Fig. 1: clock nets
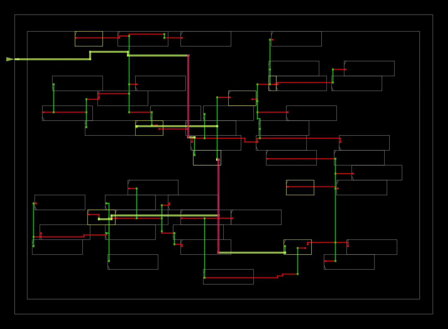
Fig. 2: routed clock nets over the placement
Drawn at 8 px/um.
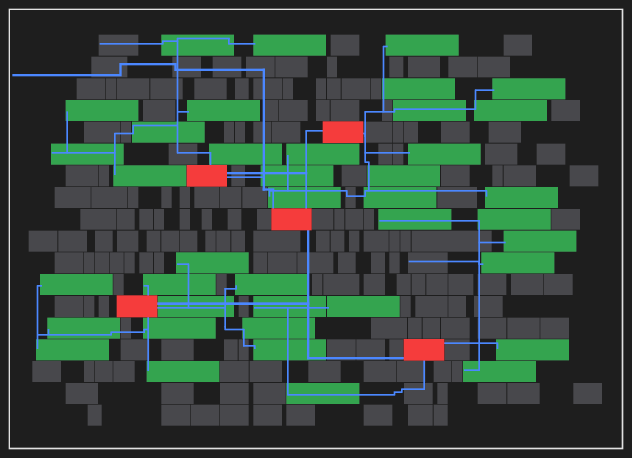
$ cat config.mk
export PLATFORM = sky130hd
export DESIGN_NAME = spi_master_mc
export DESIGN_NICKNAME = d
export VERILOG_FILES = /design/src/rtl/spi_pkg.sv /design/src/rtl/spi_sclk_gen.sv /design/src/rtl/spi_master_mc.sv
export SDC_FILE = /design/constraint.sdc
export NUM_CORES = 1
export LEC_CHECK = 0
export CORE_ASPECT_RATIO = 0.7
export CORE_MARGIN = 2
export CORE_UTILIZATION = 58
export CTS_CLUSTER_SIZE = 12
export DETAILED_ROUTE_END_ITERATION = 7
export PLACE_DENSITY = 0.84
export SLEW_MARGIN = 20
export SYNTH_ARGS = -nofsm -noshare
export SYNTH_HDL_FRONTEND = slang
export SYNTH_SLANG_ARGS = --single-unit
$ cat constraint.sdc
create_clock -name clk -period 5.2 [get_ports clk]
set_clock_uncertainty 0.1 [all_clocks]
set_input_delay 0.78 -clock clk [delete_from_list [all_inputs] [get_ports clk]]
set_output_delay 0.78 -clock clk [all_outputs]
set_load 0.01 [all_outputs]
$ cat src/rtl/spi_pkg.sv
// Shared types for the multi-mode SPI master: FSM states, SPI mode encoding and the
// four standard mode constants.
package spi_pkg;

   typedef enum logic [1:0] {
      IDLE,
      SETUP,
      XFER,
      HOLD
   } spi_state_e;

   typedef struct packed {
      logic cpol;
      logic cpha;
   } spi_mode_t;

   localparam spi_mode_t SPI_MODE0 = '{cpol: 1'b0, cpha: 1'b0};
   localparam spi_mode_t SPI_MODE1 = '{cpol: 1'b0, cpha: 1'b1};
   localparam spi_mode_t SPI_MODE2 = '{cpol: 1'b1, cpha: 1'b0};
   localparam spi_mode_t SPI_MODE3 = '{cpol: 1'b1, cpha: 1'b1};

endpackage

$ cat src/rtl/spi_sclk_gen.sv
// Half-period tick generator: counts HALF clk cycles per tick and tags each tick
// during the data phase as a leading or trailing sclk edge.
module spi_sclk_gen #(
   parameter int unsigned HALF = 2
) (
   input  logic clk,
   input  logic rst_n,
   input  logic en,
   input  logic clr,
   input  logic xfer,
   output logic tick_c,
   output logic lead_c,
   output logic trail_c
);

   localparam int unsigned CNT_W = (HALF > 1) ? $clog2(HALF) : 1;

   logic [CNT_W-1:0] cnt;
   logic             phase;

   assign tick_c  = en && (cnt == CNT_W'(HALF - 1));
   assign lead_c  = tick_c && xfer && !phase;
   assign trail_c = tick_c && xfer && phase;

   // phase flips on every data-phase tick, so even toggles are leading edges
   always_ff @(posedge clk or negedge rst_n) begin
      if (!rst_n) begin
         cnt   <= '0;
         phase <= 1'b0;
      end else if (clr) begin
         cnt   <= '0;
         phase <= 1'b0;
      end else if (en) begin
         cnt <= tick_c ? '0 : cnt + 1'b1;
         if (tick_c && xfer) phase <= ~phase;
      end
   end

endmodule

$ cat src/rtl/spi_master_mc.sv
// SPI master with runtime CPOL/CPHA, bit order selection, parametric word width
// and one-hot chip selects.
module spi_master_mc
   import spi_pkg::*;
#(
   parameter  int unsigned DATA_W  = 8,
   parameter  int unsigned NUM_CS  = 1,
   parameter  int unsigned CLK_DIV = 4,
   localparam int unsigned CS_W    = (NUM_CS > 1) ? $clog2(NUM_CS) : 1
) (
   input  logic              clk,
   input  logic              rst_n,
   input  logic              start,
   input  logic [DATA_W-1:0] tx_data,
   input  logic [CS_W-1:0]   cs_sel,
   input  logic [1:0]        mode,
   input  logic              lsb_first,
   output logic [DATA_W-1:0] rx_data,
   output logic              busy,
   output logic              done,
   output logic              sclk,
   output logic              mosi,
   input  logic              miso,
   output logic [NUM_CS-1:0] cs_n
);

   localparam int unsigned H     = CLK_DIV / 2;
   localparam int unsigned TOG_W = $clog2(2 * DATA_W);
   localparam int unsigned IDX_W = TOG_W - 1;
   localparam int unsigned LAST  = 2 * DATA_W - 1;

   spi_state_e        state;
   spi_mode_t         cfg;
   logic              lsb_q;
   logic [DATA_W-1:0] tx_q;
   logic [DATA_W-1:0] rx_sr;
   logic [TOG_W-1:0]  tog;

   logic              tick_c, lead_c, trail_c;
   logic              sample_c, shift_c, last_c, mosi_nxt_c;
   logic [IDX_W-1:0]  idx_c;
   logic [NUM_CS-1:0] cs_dec_c;

   spi_sclk_gen #(.HALF(H)) u_sclk_gen (
      .clk     (clk),
      .rst_n   (rst_n),
      .en      (state != IDLE),
      .clr     (state == IDLE),
      .xfer    (state == XFER),
      .tick_c  (tick_c),
      .lead_c  (lead_c),
      .trail_c (trail_c)
   );

   // idx_c is the position (in shift order) of the bit mosi moves to on this toggle
   always_comb begin
      last_c     = (tog == TOG_W'(LAST));
      sample_c   = cfg.cpha ? trail_c : lead_c;
      shift_c    = cfg.cpha ? lead_c : (trail_c && !last_c);
      idx_c      = cfg.cpha ? tog[TOG_W-1:1] : tog[TOG_W-1:1] + 1'b1;
      mosi_nxt_c = lsb_q ? tx_q[idx_c] : tx_q[IDX_W'(DATA_W - 1) - idx_c];
   end

   // out-of-range cs_sel matches no slave and leaves every select high
   always_comb begin
      cs_dec_c = '1;
      for (int i = 0; i < NUM_CS; i++) begin
         if (cs_sel == CS_W'(i)) cs_dec_c[i] = 1'b0;
      end
   end

   always_ff @(posedge clk or negedge rst_n) begin
      if (!rst_n) begin
         state   <= IDLE;
         cfg     <= SPI_MODE0;
         lsb_q   <= 1'b0;
         tx_q    <= '0;
         rx_sr   <= '0;
         tog     <= '0;
         rx_data <= '0;
         busy    <= 1'b0;
         done    <= 1'b0;
         sclk    <= 1'b0;
         mosi    <= 1'b0;
         cs_n    <= '1;
      end else begin
         done <= 1'b0;
         case (state)
            IDLE: begin
               sclk <= mode[1];
               if (start) begin
                  state <= SETUP;
                  cfg   <= spi_mode_t'(mode);
                  lsb_q <= lsb_first;
                  tx_q  <= tx_data;
                  tog   <= '0;
                  busy  <= 1'b1;
                  cs_n  <= cs_dec_c;
                  mosi  <= lsb_first ? tx_data[0] : tx_data[DATA_W-1];
               end
            end
            SETUP: begin
               if (tick_c) state <= XFER;
            end
            XFER: begin
               if (tick_c) begin
                  sclk <= ~sclk;
                  if (sample_c) begin
                     rx_sr <= lsb_q ? {miso, rx_sr[DATA_W-1:1]} : {rx_sr[DATA_W-2:0], miso};
                  end
                  if (shift_c) mosi <= mosi_nxt_c;
                  if (last_c) state <= HOLD;
                  else        tog   <= tog + 1'b1;
               end
            end
            HOLD: begin
               if (tick_c) begin
                  state   <= IDLE;
                  busy    <= 1'b0;
                  done    <= 1'b1;
                  cs_n    <= '1;
                  sclk    <= cfg.cpol;
                  rx_data <= rx_sr;
               end
            end
            default: state <= IDLE;
         endcase
      end
   end

endmodule

==> Slide: Implementation Results <==
Flow Results at a Glance

Placed design
  – Worst slack, placed: 2620 ps
  – HPWL after DPL: 2900 um
  – DP Area: 2410 um2

Global route
  – GR Util met3: 6.44%
  – Grt met1 use: 28.3%
  – GRT Max-Usage Layer: met2
  – Initial antenna violation count: 0
  – Number of global-route vias before repair: 1496
  – Met2 usage: 37.5%
  – Gr ovfl total: 0
  – GR Util All Layers: 22.0%

Finish
  – Inserted Diodes: 0
  – Inverters, non-clock: 5
  – Clock network area share: 3.99%
  – Biggest Area Class: logic gates
  – Comb area: 1050 um2
  – Nets@finish: 243
  – Filler Cells Inserted: 270
  – Registers with the most flip-flops: rx_data (8), rx_sr (8), tx_q (8)
  – Repair and plain buffers: 28

Synth
  – Post-synth seq share: 47.0%
  – Mux area share: 20.0%
  – Top cells by area: dfrtp_1 46%, mux2_2 11%, mux2i_1 8.9%
  – Yosys warning count: 0
  – Synth Area per Inst: 11.0 um2
  – Post-synth top area cell: dfrtp_1
  – Post-synth top cells: 39 x dfrtp_1, 23 x nor2_1, 20 x mux2_2
  – Mapped Area: 2130 um2
  – Yosys Chip Area: 2130 um2
  – Dominant comb cell: multiplexers
  – Xor/xnor share: 2.11%
  – Top_reg_cell synth: dfrtp_1
  – Number of enable flip-flop cells: 0
  – FA/HA/MAJ Cells, Area Fraction: 4.11%

Timing
  – Worst slew pin tran: 842 ps
  – RSZ-0062 raised after global routing: false
  – Period minus WS final: 2330 ps
  – Final setup fails: 0
  – Slew Viols, Final: 0
  – Fmax: 0.429 GHz
  – Worst Hold Slack: 408 ps
  – Relative slew margins: 43.9%

Floorplanning
  – Chip area: 4180 um2
  – I/O Pins: 29
  – Total core area: 3510 um2
  – Row cnt: 18
  – Die Height: 54.7 um
  – Chip Width: 76.5 um
  – Init Core Util: 60.7%

Job
  – OpenROAD warning count: 30
  – # Max-Cap Violations: 0

Power
  – Gate power share: 47.8%
  – Pwr top: combinational cells
  – Comb pwr: 0.000788 W
  – Max IR drop VDD: 423 uV
  – Seq. pwr: 0.000641 W

Worst setup path
  – RR Startpoint: tog[1]
  – Critical path, cell by cell: ha_1 > nand2b_4 > xnor2_4 > o21ai_2 > or4_4 > o211ai_2 > a41oi_2
  – Worst reg2reg path endpoint: mosi
  – Buffers plus inverters on the worst setup path: 0
  – CP max FO: 12
  – Critical path class: reg2reg
  – R2r worst-path depth: 7
  – CP peak stage delay: 680 ps
  – Critical Path Stages: 7
  – CP Launch Point: tog[1]
  – CP arrival: 2370 ps

Detailed routing
  – WL met3: 199 um
  – Met1 WL: 1930 um
  – Total number of vias: 1540
  – DR iter-0 viols: 107
  – DR DRC count: 0

CTS
  – H-tree depth: 2
  – Post-CTS setup buffer count: 0

Run status
  – Status: finished clean
-- Fig. 1 (at the start) --
registers: 40
P_clk: 0.000221 W
clock sink count: 40
clock buf count: 8

-- Fig. 2 (at the start) --
[clock-net drivers] red | count: 5
[flip-flops] green | count: 40
[clock wires] blue | length: 453 um
routed clock nets	6
Clk Latency, worst-skew pair: 290 ps
Clk pwr share: 13.4%

==> metrics by stage <==
stage               util (%)  power [W]  cells
detailed placement      68.6    0.00143    263
finish                  71.4    0.00165    271
global placement        68.6    0.00137    263
CTS                     71.4    0.00165    271
floorplan                  -    0.00120    194
global route            71.4    0.00178    271
==> cell usage in the layout, fill, tap and decap left out, drive strengths merged, types with 7 or more instances in the layout <==
master,instances
o21ai,9
dfrtp,39
nand2,13
mux2,21
clkbuf,8
a21oi,15
clkdlybuf4s50,27
ha,7
mux2i,19
nor2,23
==> worst min path at each step <==
stage,endpoint,slack (ps),cells after the start
after floorplan,tog[0],370,1
after global placement,tog[0],390,1
after detailed placement,rx_data[6],390,1
after CTS,rx_data[6],410,1
after global routing,rx_data[0],440,1
final,rx_data[6],410,1
No activity file was given, so power comes from the tool's default toggle rates.
